## src/rtl/packet_pkg.sv

```systemverilog
// Shared packet types for the switch datapath: field widths, the packet
// record carried through the ingress FIFO, and the ingress FSM states.
package packet_pkg;

  localparam int NUM_PORTS = 4;
  localparam int SRC_W     = 4;
  localparam int TGT_W     = 4;
  localparam int DATA_W    = 8;
  localparam int PKT_W     = SRC_W + TGT_W + DATA_W;

  typedef logic [NUM_PORTS-1:0] port_mask_t;

  typedef struct packed {
    logic [SRC_W-1:0]  source;
    logic [TGT_W-1:0]  target;
    logic [DATA_W-1:0] data;
  } pkt_t;

  typedef enum logic {
    EMPTY = 1'b0,
    SERVE = 1'b1
  } ingress_state_e;

endpackage

```

## src/rtl/switch_sync_fifo.sv

```systemverilog
// Single-clock FIFO for the ingress path. Besides the head entry it also
// exposes the entry behind the head so the consumer can preload its next
// request in the same edge that pops the current one.
module switch_sync_fifo #(
  parameter int W     = 16,
  parameter int DEPTH = 4,
  localparam int AW   = $clog2(DEPTH),
  localparam int LW   = AW + 1
) (
  input  logic          clk,
  input  logic          rst_n,
  input  logic          i_push,
  input  logic [W-1:0]  i_din,
  input  logic          i_pop,
  output logic [W-1:0]  o_rd_data,
  output logic [W-1:0]  o_rd_next,
  output logic          o_full,
  output logic          o_empty,
  output logic [LW-1:0] o_level
);

  logic [W-1:0]  r_mem [DEPTH];
  logic [AW-1:0] r_wptr;
  logic [AW-1:0] r_rptr;
  logic [LW-1:0] r_level;
  logic [AW-1:0] w_rptr_inc;
  logic          w_do_pop;
  logic          w_do_push;

  assign o_full     = (r_level == LW'(DEPTH));
  assign o_empty    = (r_level == '0);
  assign o_level    = r_level;
  assign w_rptr_inc = r_rptr + 1'b1;
  assign o_rd_data  = r_mem[r_rptr];
  assign o_rd_next  = r_mem[w_rptr_inc];

  // Pop only real data; a push into a full FIFO needs the same-edge pop
  // to free the slot it lands in.
  assign w_do_pop  = i_pop && !o_empty;
  assign w_do_push = i_push && (!o_full || w_do_pop);

  // Storage array; contents are qualified by the level so no reset needed.
  always_ff @(posedge clk) begin
    if (w_do_push) r_mem[r_wptr] <= i_din;
  end

  // Pointers wrap naturally at DEPTH (power of 2); level tracks occupancy.
  always_ff @(posedge clk or negedge rst_n) begin
    if (!rst_n) begin
      r_wptr  <= '0;
      r_rptr  <= '0;
      r_level <= '0;
    end else begin
      if (w_do_push) r_wptr <= r_wptr + 1'b1;
      if (w_do_pop)  r_rptr <= w_rptr_inc;
      r_level <= r_level + LW'(w_do_push) - LW'(w_do_pop);
    end
  end

endmodule

```

## src/rtl/switch_port_ingress.sv

```systemverilog
// Receive side of one switch port: accepts single-cycle packet strobes,
// queues them, and serves the head packet to the crossbar as a request
// mask whose bits retire as grants arrive (multicast in one or more steps).
// Optional source checking is enabled with SWITCH_PORT_INGRESS_SRC_CHECK_EN,
// which adds the src_err output.
module switch_port_ingress #(
  parameter int PORT_ID   = 0,
  parameter int NUM_PORTS = 4,
  parameter int DEPTH     = 4
) (
  input  logic                   clk,
  input  logic                   rst_n,
  input  logic                   valid_in,
  input  logic [3:0]             source_in,
  input  logic [3:0]             target_in,
  input  logic [7:0]             data_in,
  output logic [NUM_PORTS-1:0]   req,
  output logic [3:0]             head_source,
  output logic [3:0]             head_target,
  output logic [7:0]             head_data,
  input  logic [NUM_PORTS-1:0]   grant,
  output logic [$clog2(DEPTH):0] fifo_level,
`ifdef SWITCH_PORT_INGRESS_SRC_CHECK_EN
  output logic                   src_err,
`endif
  output logic [7:0]             drop_cnt
);

  import packet_pkg::*;

  localparam int LW = $clog2(DEPTH) + 1;

  // Catch bad configurations at elaboration rather than in silicon.
  if (DEPTH < 2 || (DEPTH & (DEPTH - 1)) != 0) begin : g_bad_depth
    $error("switch_port_ingress: DEPTH must be a power of 2 and >= 2");
  end
  if (PORT_ID < 0 || PORT_ID >= NUM_PORTS) begin : g_bad_port
    $error("switch_port_ingress: PORT_ID out of range");
  end

  ingress_state_e r_state;
  ingress_state_e w_state_nxt;
  port_mask_t     r_pending;
  pkt_t           r_last;
  logic [7:0]     r_drop_cnt;

  pkt_t           w_pkt;
  pkt_t           w_rd_data;
  pkt_t           w_rd_next;
  logic           w_full;
  logic           w_empty;
  logic [LW-1:0]  w_level;
  port_mask_t     w_rem;
  logic           w_pop;
  logic           w_src_ok;
  logic           w_cand;
  logic           w_push;
  logic           w_drop;
  pkt_t           w_head;
  port_mask_t     w_req;

  assign w_pkt = '{source: source_in, target: target_in, data: data_in};

`ifdef SWITCH_PORT_INGRESS_SRC_CHECK_EN
  logic r_src_err;
  assign w_src_ok = (source_in == (port_mask_t'(1) << PORT_ID));
  assign src_err  = r_src_err;

  // One-cycle error pulse following a strobe from the wrong source.
  always_ff @(posedge clk or negedge rst_n) begin
    if (!rst_n) r_src_err <= 1'b0;
    else        r_src_err <= valid_in && !w_src_ok;
  end
`else
  assign w_src_ok = 1'b1;
`endif

  // Head retires once every outstanding destination is granted; grant bits
  // outside the pending mask fall out of the AND-NOT.
  assign w_rem  = r_pending & ~grant;
  assign w_pop  = (r_state == SERVE) && (w_rem == '0);
  assign w_cand = valid_in && (target_in != '0) && w_src_ok;
  assign w_push = w_cand && (!w_full || w_pop);
  assign w_drop = valid_in && !w_push;

  switch_sync_fifo #(
    .W     (PKT_W),
    .DEPTH (DEPTH)
  ) u_fifo (
    .clk       (clk),
    .rst_n     (rst_n),
    .i_push    (w_push),
    .i_din     (w_pkt),
    .i_pop     (w_pop),
    .o_rd_data (w_rd_data),
    .o_rd_next (w_rd_next),
    .o_full    (w_full),
    .o_empty   (w_empty),
    .o_level   (w_level)
  );

  // FSM state register.
  always_ff @(posedge clk or negedge rst_n) begin
    if (!rst_n) r_state <= EMPTY;
    else        r_state <= w_state_nxt;
  end

  // Next state: leave SERVE only when the last entry pops with no refill.
  always_comb begin
    w_state_nxt = r_state;
    case (r_state)
      EMPTY: if (w_push) w_state_nxt = SERVE;
      SERVE: if (w_pop && !w_push && (w_level == LW'(1))) w_state_nxt = EMPTY;
      default: w_state_nxt = EMPTY;
    endcase
  end

  // Outputs: request and head only meaningful while serving; head holds
  // the last served packet when idle.
  always_comb begin
    w_req  = '0;
    w_head = r_last;
    if (r_state == SERVE && !w_empty) begin
      w_req  = r_pending;
      w_head = w_rd_data;
    end
  end

  // Pending mask: retire granted bits, and on a pop preload the next head's
  // target (queued entry, else the packet arriving this edge) so there is
  // no idle cycle between packets.
  always_ff @(posedge clk or negedge rst_n) begin
    if (!rst_n) begin
      r_pending <= '0;
      r_last    <= '0;
    end else begin
      case (r_state)
        EMPTY: if (w_push) r_pending <= target_in;
        SERVE: begin
          if (w_pop) begin
            r_last <= w_rd_data;
            if (w_level > LW'(1)) r_pending <= w_rd_next.target;
            else if (w_push)      r_pending <= target_in;
            else                  r_pending <= '0;
          end else begin
            r_pending <= w_rem;
          end
        end
        default: r_pending <= '0;
      endcase
    end
  end

  // Saturating drop counter.
  always_ff @(posedge clk or negedge rst_n) begin
    if (!rst_n)                            r_drop_cnt <= '0;
    else if (w_drop && r_drop_cnt != 8'hFF) r_drop_cnt <= r_drop_cnt + 8'd1;
  end

  assign req         = w_req;
  assign head_source = w_head.source;
  assign head_target = w_head.target;
  assign head_data   = w_head.data;
  assign fifo_level  = w_level;
  assign drop_cnt    = r_drop_cnt;

endmodule

```

## config.mk

```make
export PLATFORM = sky130hd
export DESIGN_NAME = switch_port_ingress
export DESIGN_NICKNAME = d
export VERILOG_FILES = /design/src/rtl/packet_pkg.sv /design/src/rtl/switch_sync_fifo.sv /design/src/rtl/switch_port_ingress.sv
export SDC_FILE = /design/constraint.sdc
export NUM_CORES = 1
export LEC_CHECK = 0
export ABC_AREA = 0
export CAP_MARGIN = 10
export CORE_MARGIN = 2
export CORE_UTILIZATION = 57
export CTS_BUF_LIST = sky130_fd_sc_hd__clkbuf_8
export DETAILED_ROUTE_END_ITERATION = 10
export PLACE_DENSITY = 0.81
export SLEW_MARGIN = 20
export SYNTH_ARGS = -nofsm -noshare
export SYNTH_HDL_FRONTEND = slang
export SYNTH_SLANG_ARGS = --single-unit
```

## constraint.sdc

```tcl
create_clock -name clk -period 2.9 [get_ports clk]
set_input_delay 0.435 -clock clk [delete_from_list [all_inputs] [get_ports clk]]
set_output_delay 0.435 -clock clk [all_outputs]
set_load 0.03 [all_outputs]
```

==> notes.md, run 1 <==
The following summarizes the physical implementation.

Run status
The run finished with clean final reports.

STA
The fraction of the cycle the final worst path needs is 96.75%. After layout, the minimum clock period comes to 2806 ps. The last timing report of the flow puts the setup violation total at 0.

The max-slew violation count is 0. The final hold violation count is 0. The total negative slack for setup checks is 0 ps. The highest clock rate is 0.3564 GHz. The actual transition at the worst max-transition pin is 870.5 ps. The clock tree skew after final layout is 9.657 ps.

Logic synthesis
The number of cell instances after yosys synthesis is 316. The most used standard cell by instance count after synthesis is sky130_fd_sc_hd__edfxtp_1. The most used flip-flop cell after synthesis is sky130_fd_sc_hd__edfxtp_1. The number of unique standard cell types used by synthesis is 40. The synthesized design contains 64 enable-type register cells. Synthesis handed over a netlist of 316 instances. The main area contributors are sky130_fd_sc_hd__edfxtp_1 44%, sky130_fd_sc_hd__dfrtp_1 21%, sky130_fd_sc_hd__mux4_2 6.2%, sky130_fd_sc_hd__nand2_1 4.9%, sky130_fd_sc_hd__mux2_2 4.1%. Per the synthesis report, the AND-OR/OR-AND share of the synthesized area is 5.785%. The portion of synthesized cell area occupied by the leading cell type is 43.77%.

After synthesis the netlist holds a flip-flop and latch count of 100. The total of warnings raised by yosys is 0. In this run, the synthesized area fraction spent on and/or/nand/nor cells is recorded as 10.26%. The average cell area after synthesis is 13.89 um^2. For reference, XOR and XNOR gates occupy 2.194% of the area reported after synthesis.

The synthesized netlist occupies a cell area of 4390 um^2. In the synthesized netlist, the cells that appear most often are 64 x sky130_fd_sc_hd__edfxtp_1, 57 x sky130_fd_sc_hd__nand2_1, 36 x sky130_fd_sc_hd__dfrtp_1. The number of nets handed over by synthesis was 348. The fraction of synthesis flops using an asynchronous set or reset pin is 36.00%. The yosys-reported design area after synthesis is 4390 um^2.

Power
The maximum VDD drop is 0.6273 mV. The combinational group power is 3.28 mW. The portion of total power attributed to sequential cells is 34.7%. The switching power is 2.581 mW. Of the total power, the share spent switching nets is 40.54%. The group that draws the most power in this run is combinational logic. Per report_power, the Sequential row totals 2.21 mW. Looking at the power breakdown, combinational cells take 51.5% of the total. Cell internal power was estimated by the tool at 3.786 mW.

Detailed routing
The length of routed wiring on met1 is 3327 um. In the log, the iteration count for the first detailed-route pass is 5. Per the detail_route report, routed wire per instance is 16.93 um.

Using the TritonRoute via totals, the vias-per-cell ratio works out to 5.551. The count of nets left with antenna violations after detail routing is 0. Signal routing reaches up to met4. The first routing iteration left 154 violations.

CTS
Clock tree synthesis inserted a total of 9 buffers. The count of buffers added by post-CTS timing repair for setup is 0. The buffer type at the clock tree root is sky130_fd_sc_hd__clkbuf_8. For this design, the CTS-stage hold fixing added 0 buffers. The total of cells resized after clock tree synthesis is 0.

The H-tree generated during clock tree synthesis spans 3 levels. The clock drives 100 sinks. The worst-case clock buffer depth is 2.

The CTS tree is yes.

GRT
The global-route wire length before repair is 13520 um. The number of global-route vias before repair was 2738. Global routing finished with a remaining overflow of 0. Entering global routing, the biggest net connects 37 pins. The met3 global-route usage is 3.698%. The global-route usage over all layers is 20.90%.

The met2 usage is 36.52%.

Floorplan
The y dimension of the die is 91.77 um. The die covers 8421 um^2. Measured along the x axis, the die boundary spans 91.77 um.

During tapcell insertion the tool placed 102 well taps. Row generation in the floorplan step produced 32 rows. The effective utilization at floorplan is 57.71%.

Layout
The count of non-CTS buffers in the layout is 66. The final cell count without fillers is 488. The final design utilization is 70.39%. There are 100 flip-flops and latches. The register share of the cell area is 52.71%. Leaving out fill and tap cells, the most frequent cells in the layout are 64 x sky130_fd_sc_hd__edfxtp_1, 57 x sky130_fd_sc_hd__nand2_1, 48 x sky130_fd_sc_hd__clkdlybuf4s50_1. The finished design was reported to have a net count of 413. Measured on the final layout, the clock distribution area share stands at 3.692%. The share of post-route cells with drive strength above 1 is 17.62%. The cell type taking the most area is registers. The antenna cell count is 0. The signed area change from the synthesized netlist to the final layout is 21.97%.

The final non-filler cell area is 5355 um^2. Counting flops per register, the top entry is u_fifo.r_mem. The logic share of the area is 27.66%. The register with the most flip-flops in the layout has 64 of them. The area occupied by registers is 2823 um^2.

The fraction of final cell area spent on non-clock buffers in this run is 12.71%. Among logic cells in the layout, the one with the most instances is sky130_fd_sc_hd__edfxtp_1.

Setup path
The script reports the combined buffer and inverter count of the critical path as 2. The flop-to-flop setup slack is 650 ps. STA puts the critical path data arrival time at 2370 ps. The kind of cell adding the most delay to the critical path is buffers and inverters.

The beginning of the critical path is u_fifo.r_rptr[0]. The end of the critical path is head_data[4]. The critical path's slowest cell is sky130_fd_sc_hd__clkdlybuf4s50_1. STA classifies the critical path startpoint as a register. Looking at the setup timing report, the critical path kind is register to output port.

The critical path crosses 4 cells after its start point. In this run the critical register-to-register path is launched from u_fifo.o_level[0]. The report puts the cell count of the worst reg-to-reg path at 7.

The worst endpoint required time is 2470 ps. Per STA, the highest per-stage delay on the worst path measures 590 ps. The highest fanout seen on the critical path is 11.

Worst hold path
Checking hold timing, the worst path is listed with class input pin to asynchronous set/reset pin.

Placement
The pre-CTS worst setup slack is 224.5 ps. Port buffering added 53 buffers. The global placer's final weighted congestion is 0.8098. Detailed placement ended at an HPWL of 5433 um. The placed instance count is 472. The placed instances occupy a cell area of 5145 um^2.

Job
In this run the tools logged warnings totalling 29. Across the run, the number of max-cap violations was 0.
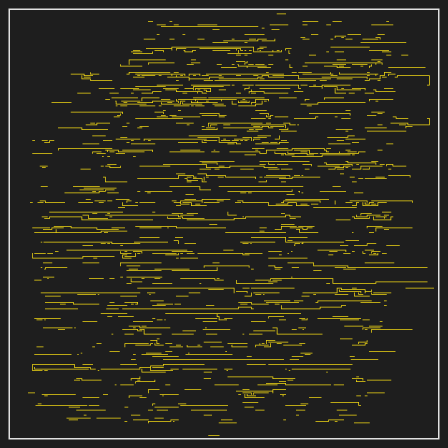
*M1 wires, run 1*
- wire length on this layer: 3330 um
- share of all routed wire: 40%
- main direction: horizontal
- nets with wire on the layer: 371
total number of vias: 2709
Detailed Route WL: 8264 um
GR Util met1: 26.62%

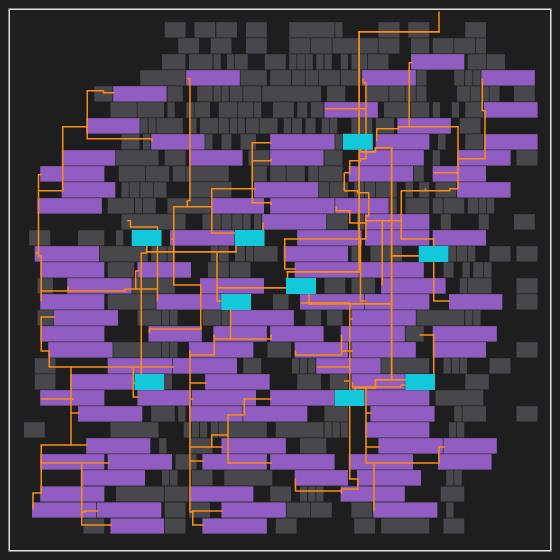
*Clock wires, drivers and flops, run 1*
- cyan: clock drivers (count 9)
- purple: flip-flops (count 100)
- orange: clock wires (length 1010 um)
- flops lie: all over the die
- routed clock nets: 10
power dissipated in the clock network: 878 uW
clock latency on the worst-skew pair: 350 ps
clock network fraction of total power: 13.8%

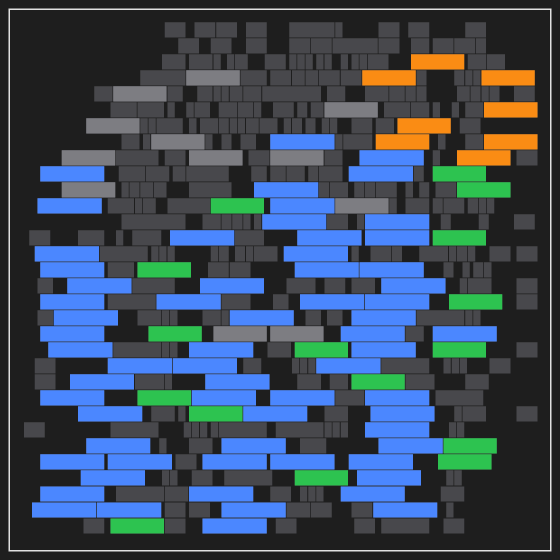
*Sequential cells coloured by netlist name, run 1*
- orange: `drop_cnt` (placed flops 8; where top right)
- blue: `u_fifo.r_mem` (placed flops 64)
- green: `r_last` (placed flops 16)

### Routing congestion, run 1

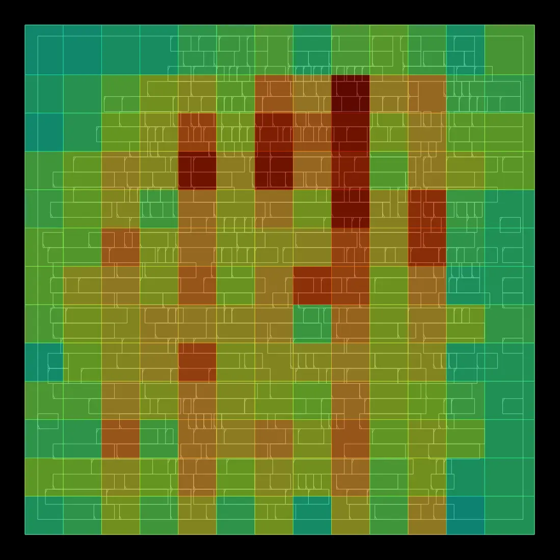

==> run 2: changes to the inputs <==
--- a/config.mk
+++ b/config.mk
@@ -8,10 +8,10 @@
 export ABC_AREA = 0
 export CAP_MARGIN = 10
 export CORE_MARGIN = 2
-export CORE_UTILIZATION = 57
+export CORE_UTILIZATION = 52
 export CTS_BUF_LIST = sky130_fd_sc_hd__clkbuf_8
 export DETAILED_ROUTE_END_ITERATION = 10
-export PLACE_DENSITY = 0.81
+export PLACE_DENSITY = 0.78
 export SLEW_MARGIN = 20
 export SYNTH_ARGS = -nofsm -noshare
 export SYNTH_HDL_FRONTEND = slang
==> constraint.sdc (replaced) <==
create_clock -name clk -period 2.5 [get_ports clk]
set_input_delay 0.375 -clock clk [delete_from_list [all_inputs] [get_ports clk]]
set_output_delay 0.375 -clock clk [all_outputs]
set_load 0.03 [all_outputs]
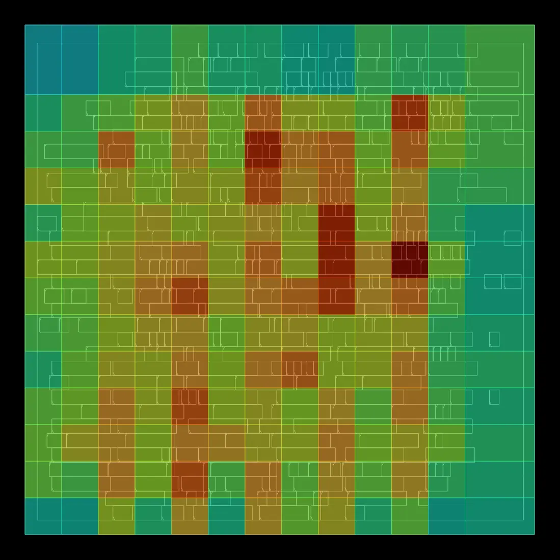
*Routing congestion, run 2*
global router's overall resource usage: 19.47%
final core utilization: 67.29%
Avg WL per Cell: 16.46 um

==> run 2 against run 1 <==
Power rose by 19%. Via count is 1.8% higher. Critical path depth grew 1. Wire length rose by 1.8%. Sequential cell count did not move. Synthesized area unchanged. Hold slack got worse by 70 ps. Synthesized cell count unchanged. Cell area up 3.2%. Clock-buffer cell count did not move. Setup slack got worse by 0.53 ps. Critical path type unchanged. Largest cell class unchanged. Largest power group unchanged.
==> notes.md, run 2 <==
The following summarizes the physical implementation.

CTS
The count of buffers added by post-CTS timing repair for setup is 1. The worst-case clock buffer depth is 2. The total CTS buffers is 9.

The total of cells resized after clock tree synthesis is 21. The deepest level of the CTS H-tree is 3. The buffer type at the clock tree root is sky130_fd_sc_hd__clkbuf_8. TritonCTS built the clock tree.

Detailed routing
After detailed routing, the wire length on met1 is 3451 um. The uppermost metal layer occupied by signal nets is met4. For this block, the routed nets add up to 8410 um of wire. The number of DRC violations after detailed-routing iteration 0 is 191. Per the post-route antenna check, the number of violating nets is 0. The total iterations of the first detailed-routing run is 4. The routed layout has 2759 vias.

Using the TritonRoute via totals, the vias-per-cell ratio works out to 5.399.

Floorplan
From bottom edge to top edge, the die measures 95.89 um. The tapcell count is 105. The die covers 9194 um^2. Measured along the x axis, the die boundary spans 95.89 um.

Placement
The global placer's final weighted congestion is 0.7930. Per the detailed placement report, the placed cell area equals 5281 um^2. Per the post-place timing report, worst setup slack is 53.16 ps.

The half-perimeter wire length after detailed placement is 5541 um. Including well taps, the total number of placed cells is 486.

Power
The maximum VDD drop is 0.9108 mV. The switching power share of the total is 40.84%. The power share of the clock group is 13.0%. The largest share of the power goes to combinational logic. The portion of total power attributed to sequential cells is 33.8%. The internal portion of total power is 4.465 mW. For the combinational group, total power comes out at 4.01 mW. Per report_power, the combinational group accounts for 53.2% of the total. The flip-flop and latch power is 2.55 mW.

The clock group total power is 984 uW.

Logic synthesis
For reference, the top cells by count after synthesis are 64 x sky130_fd_sc_hd__edfxtp_1, 57 x sky130_fd_sc_hd__nand2_1, 36 x sky130_fd_sc_hd__dfrtp_1. The total standard cell area after synthesis is 4390 um^2. The parity-gate share of the synthesized area counting xor and xnor cells is 2.194%. The number of storage elements in the synthesis netlist is 100. After synthesis, the chip area reported by Yosys is 4390 um^2.

The main area contributors are sky130_fd_sc_hd__edfxtp_1 44%, sky130_fd_sc_hd__dfrtp_1 21%, sky130_fd_sc_hd__mux4_2 6.2%, sky130_fd_sc_hd__nand2_1 4.9%, sky130_fd_sc_hd__mux2_2 4.1%. Per the post-synthesis report, the number of cells in the design is 316. The main flop type is sky130_fd_sc_hd__edfxtp_1. The synth_stat.txt file lists the number of cells as 316. The total of warnings raised by yosys is 0.

The post-synth count of flops with an enable pin is 64. The portion of synthesized cell area occupied by the leading cell type is 43.77%. The cell-mix breakdown from Yosys lists the simple-gate area share as 10.26%. Dividing the synthesized area by the synthesized cell count gives 13.89 um^2.

The synthesis stats list as the most numerous cell sky130_fd_sc_hd__edfxtp_1. The number of nets at floorplan is 348. The area fraction in compound gates after synthesis is 5.785%. The number of unique standard cell types used by synthesis is 40.

Layout
The final non-filler cell area is 5529 um^2. The count of non-CTS buffers in the layout is 86. In the layout the commonest cells are 64 x sky130_fd_sc_hd__edfxtp_1, 57 x sky130_fd_sc_hd__nand2_1, 36 x sky130_fd_sc_hd__clkdlybuf4s50_1. Clock tree buffers and inverters occupy 3.508% of the routed design's cell area. The antenna cell count is 0. The design has 100 sequential cells. The area occupied by registers is 2824 um^2. The flip-flop count of the largest register, all copies and words added is 64. The largest cell class by area is registers.

The register with the most flip-flops is u_fifo.r_mem. The number of inverters outside the clock class in the layout is 12. By instance count after routing, the leading logic cell type is sky130_fd_sc_hd__edfxtp_1.

The register share of the cell area is 51.07%. The logic share of the area is 26.79%. Once layout is complete, the cells apart from fillers number 511. The share of post-route cells with drive strength above 1 is 24.88%.

GRT
The number of global-route vias before repair is 2751. Entering global routing, the biggest net connects 37 pins. For this run, global-route usage on met1 was measured as 24.76%. The first global-routing pass estimated 13300 um of wire. The remaining global-route overflow is 0. The met3 global-route usage is 2.819%.

Setup path
Per STA, the highest per-stage delay on the worst path measures 580 ps. The worst register-to-register path begins at u_fifo.o_level[1]. The end of the critical path is req[0]. The startpoint type of the worst setup path is a register. At the worst endpoint, the arrival time is 2030 ps. The critical path endpoint has a required time of 2120 ps. The beginning of the critical path is u_fifo.o_level[2].

The critical path start-end classification is register to output port. The flop-to-flop setup slack is 350 ps. The timing report shows that the slowest cell on the worst path is sky130_fd_sc_hd__clkdlybuf4s50_1. The number of cells on the worst reg-to-reg path is 7. Per the timing report, the biggest fanout along the worst path comes to 6. The buffer and inverter count on the worst path is 3.

Job
The number of warnings the tools reported is 29. The max-capacitance violation count is 0.

STA
The highest clock rate is 0.4156 GHz. The final critical path takes up 96.25% of the cycle. After layout, the setup clock skew is reported as 13.22 ps. The final period demand of the worst path is 2406 ps. The count of endpoints failing setup in the final report is 0. The pin closest to its max-slew limit shows a slew of 867.1 ps. After routing, the total negative slack on setup checks comes to 0 ps.

Worst hold path
Checking hold timing, the worst path is listed with class input pin to asynchronous set/reset pin.

Run status
The run finished with clean final reports.
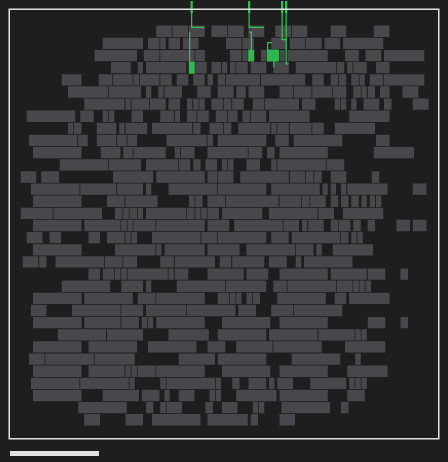
*Wires at chosen ports, followed through buffers, run 2*
Bar = 20 um.
- green: `req` (direction output; edge top; end cells 4; buffers 4; wire 50.6 um)

==> run 3: changes to the inputs <==
--- a/config.mk
+++ b/config.mk
@@ -7,6 +7,7 @@
 export LEC_CHECK = 0
 export ABC_AREA = 0
 export CAP_MARGIN = 10
+export CORE_ASPECT_RATIO = 0.75
 export CORE_MARGIN = 2
 export CORE_UTILIZATION = 52
 export CTS_BUF_LIST = sky130_fd_sc_hd__clkbuf_8
==> run 3 against run 2 <==
Sequential share of layout area is 0.26 points higher. Setup slack got worse by 13 ps. Register-to-register slack is essentially flat. Wire length up 3.5%. Largest cell class unchanged. Clock power increased by 5%. Non-clock buffer count is 7 lower. Sequential power about the same. Critical endpoint is now head_data[1]. Combinational power is essentially flat. Fmax fell by 0.55%. First-iteration DRC count decreased by 16%. Global-route usage grew 0.54 points.
==> notes.md, run 3 <==
The following summarizes the physical implementation.

Power
The clock group total power is 1.03 mW. The dominant power group in this design is combinational logic. Net switching is 40.33% of the power. The switching power is 3.048 mW. Power attributed to combinational cells is 3.98 mW. The internal portion of total power is 4.510 mW.

Logic synthesis
Averaged over all synthesized cells, the footprint is 13.89 um^2. The main area contributors are sky130_fd_sc_hd__edfxtp_1 44%, sky130_fd_sc_hd__dfrtp_1 21%, sky130_fd_sc_hd__mux4_2 6.2%, sky130_fd_sc_hd__nand2_1 4.9%, sky130_fd_sc_hd__mux2_2 4.1%. The synthesis report gives the async set-or-reset register share as 36.00%. Counting flops with a built-in enable in the synthesized netlist gives 64. In the Yosys stats the netlist draws on 40 distinct library cells. The portion of synthesized cell area occupied by the leading cell type is 43.77%.

The synthesized netlist devotes 2.194% of its cell area to XOR and XNOR gates. The synthesized netlist occupies a cell area of 4390 um^2. The number of storage elements in the synthesis netlist is 100. The synthesized netlist was found by Yosys to have 316 cells. The number of nets handed over by synthesis was 348.

The most used standard cell by instance count after synthesis is sky130_fd_sc_hd__edfxtp_1. The cell-mix breakdown from Yosys lists the simple-gate area share as 10.26%. Counting the warning lines in the Yosys log gives 0. The main flop type is sky130_fd_sc_hd__edfxtp_1.

The synthesized instance count is 316. Ranked by instance count, the synthesized netlist is headed by 64 x sky130_fd_sc_hd__edfxtp_1, 57 x sky130_fd_sc_hd__nand2_1, 36 x sky130_fd_sc_hd__dfrtp_1.

GRT
The met2 usage is 32.29%. The largest net degree at the start of global routing is 37. The global-route wire length before repair is 13680 um. The remaining global-route overflow is 0. The global-route usage over all layers is 20.01%.

Layout
The number of inverters outside the clock class in the layout is 12. The register share of the cell area is 51.33%. The signed area change from the synthesized netlist to the final layout is 25.31%. The finished design was reported to have a net count of 426. The number of antenna diodes in the final layout is 0. By area, registers come first. The sequential cell count is 100. The final non-filler cell area is 5502 um^2.

The area occupied by registers is 2824 um^2. The finished layout holds 504 standard cells, fillers aside. The logic share of the area is 27.06%. Per the final report, the share of cell area in clock cells is 3.684%.

Ranked by flip-flop count, first place goes to u_fifo.r_mem. Per the cell usage report, the commonest logic cells after layout are 64 x sky130_fd_sc_hd__edfxtp_1, 57 x sky130_fd_sc_hd__nand2_1, 36 x sky130_fd_sc_hd__clkdlybuf4s50_1. Leaving out fill and tap cells, the most frequent cell in the layout is sky130_fd_sc_hd__edfxtp_1.

Setup path
The delay of the slowest critical-path stage is 520 ps. The critical path's slowest cell is sky130_fd_sc_hd__mux4_2. STA classifies the critical path startpoint as a register. At the worst endpoint, the required time is 2120 ps. The beginning of the worst register-to-register path is u_fifo.o_level[1]. The timing report gives the worst reg2reg path a setup slack of 350 ps.

The beginning of the critical path is u_fifo.r_rptr[0]. The STA report counts the stages on the worst setup path as 4. The worst register-to-register path depth is 7. The kind of cell with the highest combined delay along the critical path is multiplexers. The critical path start-end classification is register to output port. Per the post-run analysis, buffers plus inverters along the critical path come to 2. The data arrival time reported for the critical path is 2040 ps.

Run status
The run finished with clean final reports.

CTS
The worst-case clock buffer depth is 2. The count of buffers added by post-CTS timing repair for setup is 0. TritonCTS built the clock tree. The total CTS buffers is 9. For the worst-skew pair, the clock arrives at the later sink with an insertion delay of 360 ps. The root buffer cell chosen for the clock tree is sky130_fd_sc_hd__clkbuf_8.

The total of cells resized after clock tree synthesis is 36. The number of hold-repair buffers added at the cts stage is 0.

Detailed routing
The number of vias in the routed layout is 2720. Once iteration 0 of detailed routing completed, the report listed 160 DRC markers. Summed over all layers, the routed wires come to 8703 um.

The uppermost metal layer occupied by signal nets is met4. Once detail routing completed, the nets flagged for antenna violations numbered 0. In the per-layer summary, the met1 wirelength comes to 3662 um.

Floorplan
In this run the horizontal extent of the chip is 110.1 um. The number of placement rows is 28. The tapcell count is 105.

STA
In this build the clock could be raised as far as 0.4133 GHz. After routing, the total negative slack on setup checks comes to 0 ps. The clock period could shrink to 2419 ps.

Per the final timing report, the hold violations number 0. Dividing the final minimum period by the clock period gives 96.78%. The final timing report counts setup violations totalling 0. For the pin with the worst max-slew slack, the measured transition is 850.3 ps. Max-slew check failures listed in the final report amount to 0.

Job
The tool flagged a number of max-cap violations equal to 0.

Placement
During placement, the flow inserted port buffers numbering 53. Detailed placement reports a standard cell area of 5251 um^2.

Worst hold path
The worst min-delay path class is input pin to asynchronous set/reset pin.
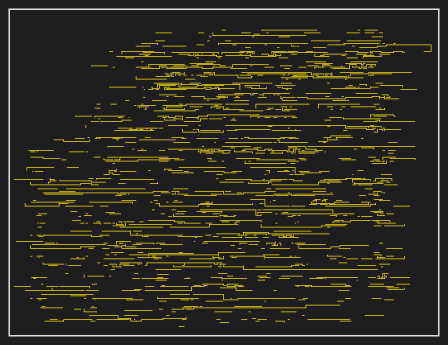
*M1 wires, run 3*
- main direction: horizontal
- wire length on this layer: 3660 um
- longest straight run: 34.5 um

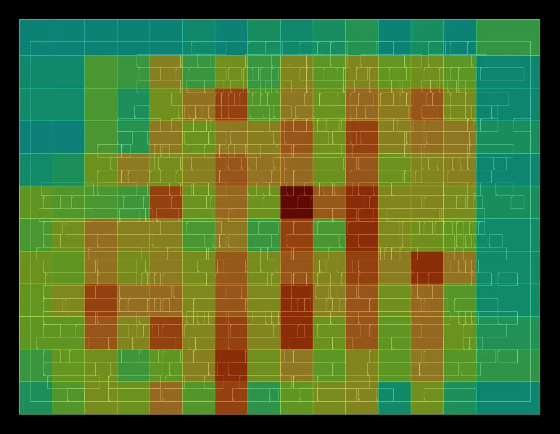
*Routing congestion, run 3*
Avg WL per Cell: 17.27 um
global routing met3 resource utilization: 6.323%
final core utilization: 68.28%
GR Util met1: 26.89%

Power figures rest on the tool's default switching activity, not on a simulated workload.
